==> run_1/port_trees.png <==
The bar under the picture is 50 um long.
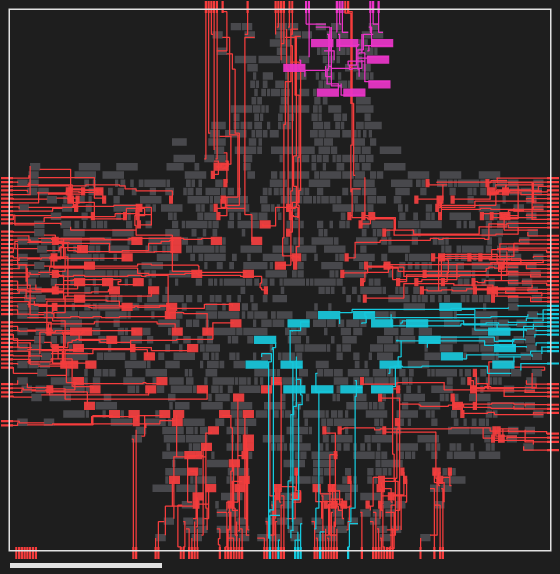
==> run_1/sizing.png <==
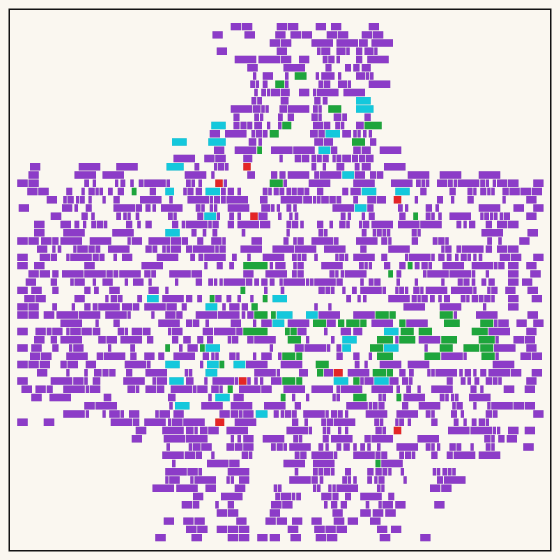
==> run_1/layers.png <==
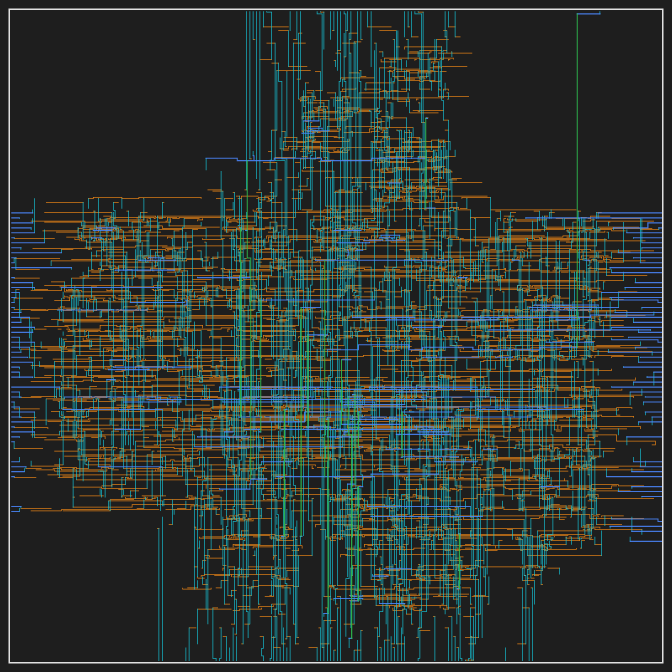
==> run_1/placed.png <==
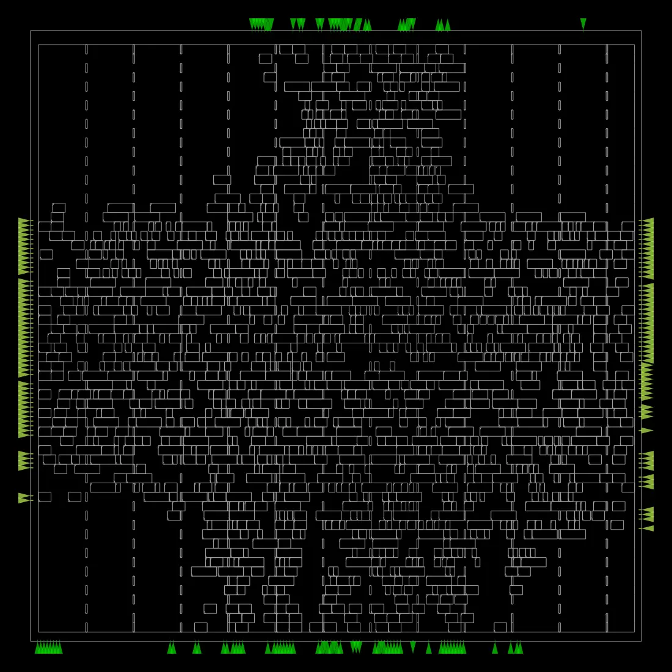
==> src/rtl/chess_pkg.sv <==
// Shared move-list types and constants for the LMG output drain.
package chess_pkg;

  localparam int unsigned MOVE_W = 19;
  localparam int unsigned SLOTS  = 8;
  localparam int unsigned WORD_W = 160;
  localparam int unsigned IDX_W  = $clog2(SLOTS);

  localparam logic [MOVE_W-1:0] NULL_MOVE = '0;

  typedef enum logic [2:0] {
    IDLE,
    WAIT,
    RDLAT,
    LOAD,
    EMIT,
    DONE
  } drain_state_t;

  // Slot k (1..8) sits at [lsb +: MOVE_W]; slot 1 is the most significant.
  function automatic int unsigned slot_lsb(input int unsigned k);
    return SLOTS * MOVE_W - MOVE_W * k;
  endfunction

endpackage

==> src/rtl/slot_pick.sv <==
// Priority encoder: index of the lowest set mask bit plus an any-set flag.
module slot_pick
  import chess_pkg::*;
(
  input  logic [SLOTS-1:0] mask,
  output logic [IDX_W-1:0] idx,
  output logic             any
);

  always_comb begin
    idx = '0;
    any = |mask;
    // Scan from the top so the lowest set bit is the last one written.
    for (int unsigned i = 0; i < SLOTS; i++) begin
      if (mask[SLOTS-1-i]) idx = IDX_W'(SLOTS - 1 - i);
    end
  end

endmodule

==> src/rtl/lmg_move_drain.sv <==
// Drains packed LMG FIFO words and serialises non-null move slots into a
// ready/valid stream, counting moves and flagging list completion.
module lmg_move_drain #(
  parameter int unsigned MOVE_W = 19,
  parameter int unsigned SLOTS  = 8,
  parameter int unsigned WORD_W = 160
) (
  input  logic              clk,
  input  logic              reset,
  input  logic              start,
  input  logic              lmg_done,
  input  logic              fifo_empty,
  input  logic [WORD_W-1:0] fifo_out,
  output logic              rden,
  output logic [MOVE_W-1:0] mv_out,
  output logic              mv_valid,
  input  logic              mv_ready,
  output logic [7:0]        mv_count,
  output logic              list_done
);

  import chess_pkg::*;

  drain_state_t      state, stateNext;
  logic [MOVE_W-1:0] slotBuf     [SLOTS];
  logic [MOVE_W-1:0] slotBufNext [SLOTS];
  logic [SLOTS-1:0]  mask, maskNext;
  logic [IDX_W-1:0]  curIdx, outIdx;
  logic              curAny, outAny;
  logic [7:0]        countNext;
  logic              rdenNext, validNext, listDoneNext;
  logic [MOVE_W-1:0] outNext;
  logic              handshake;
  logic              unusedHeader;

  assign handshake    = mv_valid & mv_ready;
  assign unusedHeader = ^fifo_out[WORD_W-1:SLOTS*MOVE_W];

  slot_pick uPickCur (.mask(mask),     .idx(curIdx), .any(curAny));
  slot_pick uPickOut (.mask(maskNext), .idx(outIdx), .any(outAny));

  always_comb begin
    stateNext   = state;
    maskNext    = mask;
    slotBufNext = slotBuf;
    countNext   = mv_count;
    rdenNext    = 1'b0;
    unique case (state)
      IDLE, DONE: begin
        if (start) begin
          stateNext = WAIT;
          countNext = '0;
        end
      end
      WAIT: begin
        if (!fifo_empty) begin
          rdenNext  = 1'b1;
          stateNext = RDLAT;
        end else if (lmg_done) begin
          stateNext = DONE;
        end
      end
      RDLAT: stateNext = LOAD;
      LOAD: begin
        for (int unsigned i = 0; i < SLOTS; i++) begin
          slotBufNext[i] = fifo_out[slot_lsb(i + 1) +: MOVE_W];
          maskNext[i]    = (slotBufNext[i] != NULL_MOVE);
        end
        stateNext = EMIT;
      end
      EMIT: begin
        if (handshake && curAny) begin
          maskNext[curIdx] = 1'b0;
          if (mv_count != 8'hFF) countNext = mv_count + 8'd1;
        end
        if (maskNext == '0) stateNext = WAIT;
      end
      default: stateNext = IDLE;
    endcase
  end

  // Outputs are registered from next-cycle state, so the move is
  // looked up from the post-handshake mask.
  always_comb begin
    validNext    = (stateNext == EMIT) && outAny;
    outNext      = validNext ? slotBufNext[outIdx] : mv_out;
    listDoneNext = (stateNext == DONE);
  end

  always_ff @(posedge clk) begin
    if (reset) begin
      state     <= IDLE;
      mask      <= '0;
      for (int unsigned i = 0; i < SLOTS; i++) slotBuf[i] <= '0;
      rden      <= 1'b0;
      mv_valid  <= 1'b0;
      mv_out    <= '0;
      mv_count  <= '0;
      list_done <= 1'b0;
    end else begin
      state     <= stateNext;
      mask      <= maskNext;
      slotBuf   <= slotBufNext;
      rden      <= rdenNext;
      mv_valid  <= validNext;
      mv_out    <= outNext;
      mv_count  <= countNext;
      list_done <= listDoneNext;
    end
  end

endmodule
==> config.mk <==
export PLATFORM = sky130hd
export DESIGN_NAME = lmg_move_drain
export DESIGN_NICKNAME = d
export VERILOG_FILES = /design/src/rtl/chess_pkg.sv /design/src/rtl/slot_pick.sv /design/src/rtl/lmg_move_drain.sv
export SDC_FILE = /design/constraint.sdc
export NUM_CORES = 1
export LEC_CHECK = 0
export CORE_MARGIN = 2
export CORE_UTILIZATION = 30
export CTS_BUF_LIST = sky130_fd_sc_hd__clkbuf_4 sky130_fd_sc_hd__clkbuf_8
export CTS_CLUSTER_SIZE = 10
export DETAILED_ROUTE_END_ITERATION = 12
export GPL_TIMING_DRIVEN = 0
export PLACE_DENSITY_LB_ADDON = 0.3
export RECOVER_POWER = 50
export SYNTH_ARGS = -nofsm -noshare
export SYNTH_HDL_FRONTEND = slang
export SYNTH_HIERARCHICAL = 1
export SYNTH_SLANG_ARGS = --single-unit
export TNS_END_PERCENT = 10
==> constraint.sdc <==
create_clock -name clk -period 6.9 [get_ports clk]
set_input_delay 0.69 -clock clk [delete_from_list [all_inputs] [get_ports clk]]
set_output_delay 0.69 -clock clk [all_outputs]
set_load 0.01 [all_outputs]
==> summary.txt, run 1 <==
Run status: completed
Pwr dens: 220 mW/mm^2
Min-Delay Path Class: flip-flop to flip-flop
Clk buf depth: 2
Tool Warnings: 34
Worst skew pair latency: 0.50 ns
Critical Path Start: state[2]
Worst-path clk slew: 0.12 ns
R2r setup slk: 1.45 ns
Ys async rst share: 0
Crit Path Class: flip-flop to flip-flop
Hpwl dp: 26.0 mm
Met2 WL post-DR: 15.1 mm
Ys flop type: dfxtp_1
RSZ-0062 raised after global routing: false
Buffers & Inverters on Critical Path: 7
CTS H-tree lvls: 4
ANT nets after route: 0
Clk pwr share: 0.293
Met3 wire length: 2.46 mm
Fmax achieved: 0.183 GHz
Worst EP required: 7.32 ns
Placed Area: 0.0115 mm^2
# rows: 63
CTS Sinks: 193
Internal: 1.71 mW
First-pass GRT wire length: 49.2 mm
M3 GR Usage: 0.0377
Yosys Instances: 1,091
Top layer in use: met4
Switch Pwr: 0.895 mW
Vias in the first global route: 8,570
Largest class: logic gates
Worst r2r src: state[2]
CP Launch Type: flip-flop
VDD IR max: 0.112 mV
Layout Area Growth over Synthesis: 30.3%
Most Crowded Layer GR: met2
Fillers: 3,040
Clock skew: 0.0264 ns
Flip-flops with a built-in enable: 0
CLK BUF: 19
Max Cap Viol: 0
Via-per-instance ratio: 5.30
End of the worst register-to-register path: mv_out[6]
Met2 Track Usage GR: 0.339
Distinct lib cells used: 55
Power share of the combinational group: 0.265
Total setup buffers inserted after CTS: 0
Area share, top type: 0.424
Final min period: 5.45 ns
NonClk Buf Share: 0.191
Logic cell area: 0.00482 mm^2
Drt pass-1 iters: 5
Total chip power: 2.60 mW
Syn Nets: 1,258
Combinational power: 0.690 mW
Hold-fix buffers, CTS: 0
Chip height: 178 um
Max_slew headroom: 0.345
Synthesis-stage register bit count: 193
Tap Cells: 390
Setup violations, final: 0
Pleak: 4.14 nW
WHS Endpoint: slotBuf[0]
Cell depth of the worst hold path: 2
WL met1: 14.6 mm
Synth area leader: dfxtp_1
Synth top cell by count: nand2_1
CP top delay family: buffers and inverters
Sw Ratio: 0.344
Initial antenna violation count: 0
Fin. max-slew vios: 0
Die area: 0.0318 mm^2
Register share after synthesis: 0.424
Placed Cells: 1,668
Worst hold start: slotBuf[0]
Top cells by area: dfxtp_1 42%, nand2_1 8.1%, mux2i_1 7.1%, a21oi_1 5.6%, and3_1 5.1%
Fraction of layout cells with a size suffix above 1: 0.0840
Clock network area share: 0.0340
Levels on crit path: 15
Seq pwr: 1.15 mW
Gates resized, CTS repair: 0
Flip-flop and latch area: 0.00386 mm^2
# nets final: 1,464
Global routing usage on met1: 0.280
Post-synth top cells: 197 x nand2_1, 193 x dfxtp_1, 102 x a21oi_1
Final Hold Vio Count: 0
Average cell area after synthesis: 8.34 um^2
FF-to-FF path depth: 15
Die width: 178 um
Non-clock inverter count in the final layout: 4
CTS tree: built
Worst slew pin tran: 0.969 ns
Comb area share: 0.406
Cell Area, Synth: 0.00910 mm^2
Largest net degree at the start of global routing: 20
P_clk: 0.764 mW
Cells after synthesis: 1,091
WP data arrival: 5.87 ns
Post-route DRC: 0
Root buf cell: clkbuf_8
#MultiIn Comb: 817
Worst setup path endpoint: mv_out[6]
Final setup TNS: 0 ns
Yosys warns: 6
Final Instance Area: 0.0119 mm^2
Maximum fanout along the worst path: 10
Most numerous logic cell after layout: nand2_1
Top pwr grp: sequential cells
Worst path slowest cell: o41ai_1
YS chip area: 0.00910 mm^2
CTS Buf Count: 17
Final cell count without fillers: 1,700
DRT iter0 DRCs: 622
Commonest non-fill, non-tap cells in the layout: 197 x nand2_1, 193 x dfxtp_1, 183 x clkdlybuf4s50_1
# diodes: 0
Total grt overflow: 0
Worst-path cell chain: and3b_1, buf_4, buf_6, buf_2, buf_2, nand4_1, nor2_1, a21oi_1, o41ai_1, clkbuf_1, clkinv_1, clkbuf_1, a31oi_1, a221oi_1, a211oi_2
RePlAce Congestion: 0.915
CP peak stage delay: 0.94 ns
Cycle use final: 0.790
Critical path capture point type: flip-flop
FP Core Util: 0.306
Reg power frac: 0.442
Notes on port_trees.png above:
[magenta] mv_count | bits: 8 | direction: output | edge: top | end cells: 8 | buffers: 8 | wire: 282 um
[red] fifo_out | bits: 160 | direction: input | edge: 53 bottom, 51 left, 41 right, 15 top | end cells: 192 | buffers: 152 | wire: 7,140 um
[cyan] mv_out | bits: 19 | direction: output | edge: 12 right, 7 bottom | end cells: 19 | buffers: 19 | wire: 1,020 um
Port Buffers: 187
I/O pin cnt: 196

Notes on sizing.png above:
[red] x3 and x4 | cells: 8 | share: 0.61%
[green] x2 | cells: 65 | share: 5.0%
[purple] x1 and smaller | cells: 1,200 | share: 92%
[cyan] x6 and larger | cells: 37 | share: 2.8%
fin worst setup slack: 1.45 ns
Non-clock buffers: 264

Notes on layers.png above:
[cyan] M2 | wire length: 15,100 um
[green] M4 | wire length: 703 um
[blue] M3 | wire length: 2,460 um
[orange] M1 | wire length: 14,600 um
via count: 9,018
WL/cell: 19.4 um
Routed WL: 33.0 mm
GRT Resource Usage Total: 0.207

Notes on placed.png above:
flop count: 193
Core Util, Final: 0.398
floorplan core area: 0.0298 mm^2
sequential cell area share: 0.326

-- run 1: cell families after synthesis --
group,after synthesis,share of synthesized area
buffers and inverters,81,0.0455
XOR/XNOR,7,0.00673
flip-flops,193,0.424
multiplexers,68,0.0777
AND-OR/OR-AND,243,0.182
adder cells (fa/ha/maj),1,0.00137
AND/OR/NAND/NOR,498,0.263
-- run 1: through the flow --
step                setup slack (ns)  hold slack [ns]   util
finish                          1.45            0.457  0.398
floorplan                       3.37            0.432      -
detailed placement              1.49            0.447  0.385
global placement                1.51            0.439  0.385
global route                    1.11            0.475  0.398
CTS                             1.51            0.462  0.398
-- run 1: registers in the layout (all words and copies together), names as in the netlist --
register and count:
mask 8, mv_count 8, mv_valid 1, rden 1, state 3, mv_out 19
slotBuf 152, list_done 1
==> run 1 -> run 2 <==
Clock period 6.9 ns to 4.87 ns, I/O delays scaled along.
==> run_2/class_map.png <==
Fill, decap, tap and diode cells in grey.
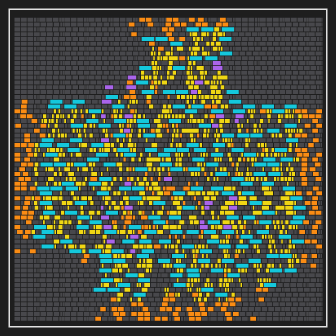
[yellow] remaining logic cells | cells: 821 | share of their area: 43%
[purple] clock drivers and dummy loads | cells: 32 | share of their area: 3.5%
[cyan] sequential cells | cells: 193 | share of their area: 34%
[orange] remaining buffers and delay cells | cells: 264 | share of their area: 20%
# rows: 63
Final Instance Area: 0.0119 mm^2
sequential cell area share: 0.324
Core Util, Final: 0.400

==> run 2 against run 1 <==
Compared with the run above: sequential cell count unchanged; largest power group unchanged; sequential power rose by 42%; clock skew fell by 0.0034 ns; utilization increased by 0.16 points; first-iteration DRC count rose by 16%; clock power grew 41%.
==> summary.txt, run 2 <==
Placed Area: 0.0115 mm^2 (unchanged)
CTS Buf Count: 17 (unchanged)
Fin worst setup slack: 0.224 ns (was 1.45 ns)
Worst hold start: slotBuf[0] (unchanged)
Sw Ratio: 0.344 (about the same)
Root buf cell: clkbuf_8 (unchanged)
Levels on crit path: 15 (unchanged)
Mux area share: 0.0777 (unchanged)
Clk pwr share: 0.293 (about the same)
Critical Path Start: state[2] (unchanged)
# nets final: 1,464 (unchanged)
Cell depth of the worst hold path: 2 (unchanged)
Cycle use final: 0.954 (was 0.790)
WHS: 0.458 ns (was 0.457 ns)
Clock skew: 0.0230 ns (was 0.0264 ns)
Hold-fix buffers, CTS: 0 (unchanged)
Dominant combinational family: simple AND/OR/NAND/NOR gates (unchanged)
Pwr dens: 311 mW/mm^2 (was 220 mW/mm^2)
CP peak stage delay: 0.60 ns (was 0.94 ns)
Most Crowded Layer GR: met2 (unchanged)
Maximum fanout along the worst path: 10 (unchanged)
CP top delay family: buffers and inverters (unchanged)
M3 GR Usage: 0.0377 (unchanged)
Switch Pwr: 1.27 mW (was 0.895 mW)
CP Launch Type: flip-flop (unchanged)
Flip-flop and latch area: 0.00386 mm^2 (unchanged)
Power share of the combinational group: 0.267 (was 0.265)
Die area: 0.0318 mm^2 (unchanged)
Routed WL: 33.1 mm (was 33.0 mm)
Yosys warns: 6 (unchanged)
Fillers: 3,035 (was 3,040)
Die width: 178 um (unchanged)
First-pass GRT wire length: 49.2 mm (about the same)
Worst EP required: 5.29 ns (was 7.32 ns)
Final cell count without fillers: 1,700 (unchanged)
Flip-flops with a built-in enable: 0 (unchanged)
Worst slew pin tran: 0.776 ns (was 0.969 ns)
Worst r2r src: state[2] (unchanged)
GRT Resource Usage Total: 0.207 (about the same)
# diodes: 0 (unchanged)
Compound Share, Synth: 0.182 (unchanged)
Final setup TNS: 0 ns (unchanged)
Gates resized, CTS repair: 4 (was 0)
Largest Register: slotBuf (unchanged)
I/O pin cnt: 196 (unchanged)
Vias in the first global route: 8,589 (was 8,570)
WHS Endpoint: slotBuf[0] (unchanged)
Met2 Track Usage GR: 0.340 (was 0.339)
Tool Warnings: 34 (unchanged)
Cell Area, Synth: 0.00910 mm^2 (unchanged)
FP Core Util: 0.306 (unchanged)
P_clk: 1.08 mW (was 0.764 mW)
CTS Sinks: 193 (unchanged)
Yosys adder share: 0.00137 (unchanged)
Via count: 8,999 (was 9,018)
Distinct lib cells used: 55 (unchanged)
Ys async rst share: 0 (unchanged)
Worst-path cell chain: and3b_1, buf_4, buf_6, buf_2, clkbuf_4, nand4_1, nor2_1, a21oi_1, o41ai_4, buf_2, clkinvlp_4, clkbuf_1, a31oi_1, a221oi_1, a211oi_2 (was and3b_1, buf_4, buf_6, buf_2, buf_2, nand4_1, nor2_1, a21oi_1, o41ai_1, clkbuf_1, clkinv_1, clkbuf_1, a31oi_1, a221oi_1, a211oi_2)
Min-Delay Path Class: flip-flop to flip-flop (unchanged)
Chip height: 178 um (unchanged)
Run status: completed (unchanged)
Layout Area Growth over Synthesis: 30.8% (was 30.3%)
Synthesis-stage register bit count: 193 (unchanged)
Pleak: 4.18 nW (was 4.14 nW)
Buffers & Inverters on Critical Path: 7 (unchanged)
Fraction of layout cells with a size suffix above 1: 0.0908 (was 0.0840)
Final min period: 4.65 ns (was 5.45 ns)
FF-to-FF path depth: 15 (unchanged)
Fin. max-slew vios: 0 (unchanged)
Post-synth top cells: 197 x nand2_1, 193 x dfxtp_1, 102 x a21oi_1 (unchanged)
Total grt overflow: 0 (unchanged)
Combinational power: 0.989 mW (was 0.690 mW)
Fmax achieved: 0.215 GHz (was 0.183 GHz)
WL/cell: 19.4 um (about the same)
VDD IR max: 0.157 mV (was 0.112 mV)
Clk buf depth: 2 (unchanged)
Final Hold Vio Count: 0 (unchanged)
DRT iter0 DRCs: 721 (was 622)
Logic cell area: 0.00486 mm^2 (was 0.00482 mm^2)
Post-route DRC: 0 (unchanged)
Placed Cells: 1,668 (unchanged)
Max Cap Viol: 0 (unchanged)
Pre-CTS setup slack: -0.500 ns (was 1.49 ns)
Top cells by area: dfxtp_1 42%, nand2_1 8.1%, mux2i_1 7.1%, a21oi_1 5.6%, and3_1 5.1% (unchanged)
Yosys Instances: 1,091 (unchanged)
Worst path slowest cell: o41ai_4 (was o41ai_1)
Max FFs per register: 152 (unchanged)
Largest net degree at the start of global routing: 20 (unchanged)
Drt pass-1 iters: 6 (was 5)
RePlAce Congestion: 0.915 (unchanged)
Reg power frac: 0.440 (was 0.442)
Top flop regs: slotBuf (152), mv_out (19) (unchanged)
Basic Gates by Area: 0.263 (unchanged)
Port Buffers: 187 (unchanged)
Floorplan core area: 0.0298 mm^2 (unchanged)
R2r setup slk: 0.22 ns (was 1.45 ns)
Ys flop type: dfxtp_1 (unchanged)
Crit Path Class: flip-flop to flip-flop (unchanged)
RSZ-0062 raised after global routing: false (unchanged)
Total chip power: 3.70 mW (was 2.60 mW)
Seq pwr: 1.63 mW (was 1.15 mW)
Syn Nets: 1,258 (unchanged)
WP data arrival: 5.06 ns (was 5.87 ns)
Top pwr grp: sequential cells (unchanged)
Critical path capture point type: flip-flop (unchanged)
Via-per-instance ratio: 5.29 (was 5.30)
YS chip area: 0.00910 mm^2 (unchanged)
CTS H-tree lvls: 4 (unchanged)
Initial antenna violation count: 0 (unchanged)
XORs/XNORs by Area: 0.00673 (unchanged)
Worst-path clk slew: 0.12 ns (about the same)
Most numerous logic cell after layout: nand2_1 (unchanged)
ANT nets after route: 0 (unchanged)
Setup violations, final: 0 (unchanged)
Global routing usage on met1: 0.279 (was 0.280)
Total setup buffers inserted after CTS: 0 (unchanged)
Max_slew headroom: 0.483 (was 0.345)
Commonest non-fill, non-tap cells in the layout: 197 x nand2_1, 193 x dfxtp_1, 179 x clkdlybuf4s50_1 (was 197 x nand2_1, 193 x dfxtp_1, 183 x clkdlybuf4s50_1)
Synth top cell by count: nand2_1 (unchanged)
Cells after synthesis: 1,091 (unchanged)
Area share, top type: 0.424 (unchanged)
Hpwl dp: 26.0 mm (unchanged)
Register share after synthesis: 0.424 (unchanged)
Worst setup path endpoint: mv_out[6] (unchanged)
CTS tree: built (unchanged)
Worst skew pair latency: 0.50 ns (about the same)
Internal: 2.43 mW (was 1.71 mW)
==> run_2/port_trees.png <==
The bar under the picture is 50 um long.
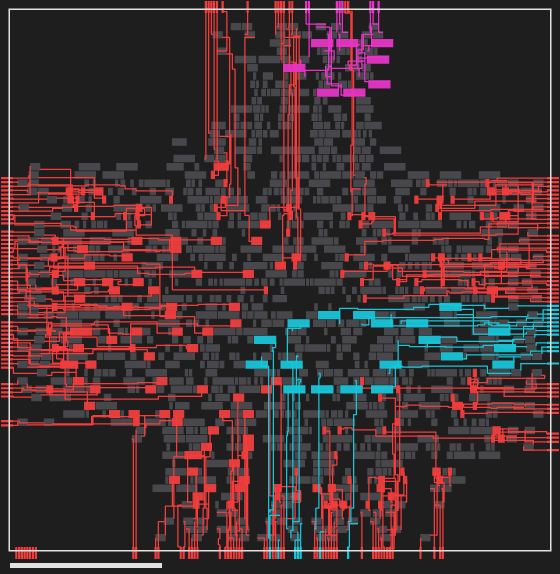
[magenta] mv_count | bits: 8 | direction: output | edge: top | end cells: 8 | buffers: 8 | wire: 282 um
[red] fifo_out | bits: 160 | direction: input | edge: 53 bottom, 51 left, 41 right, 15 top | end cells: 192 | buffers: 152 | wire: 7,150 um
[cyan] mv_out | bits: 19 | direction: output | edge: 12 right, 7 bottom | end cells: 19 | buffers: 19 | wire: 1,020 um

## run 2: metal layers
metal	routed length (um)	vias to the layer above
li1	-	4320
met1	14700	4301
met2	15300	343
met3	2430	35
met4	616	0
met5	0	-
## run 2: logic make-up (layout without fill, tap and decap cells)
| logic type | after synthesis | in the layout |
|---|---|---|
| and+or+nand+nor | 498 | 498 |
| AOI/OAI and AO/OA | 243 | 243 |
| DFF | 193 | 193 |
| buffers and inverters | 81 | 300 |
| muxes | 68 | 68 |
| xor gates and xnor gates | 7 | 7 |
| adders and majority gates | 1 | 1 |
## run 2: layout make-up
class,instances,share of cell area
plain buffers,77,0.0341
clock buffers,19,0.0220
clock inverters,13,0.0119
inverters,4,0.00158
multi-input cells,817,0.408
flip-flops and latches,193,0.324
well taps,390,0.0410
repair buffers,187,0.157
Power figures rest on the tool's default switching activity, not on a simulated workload.
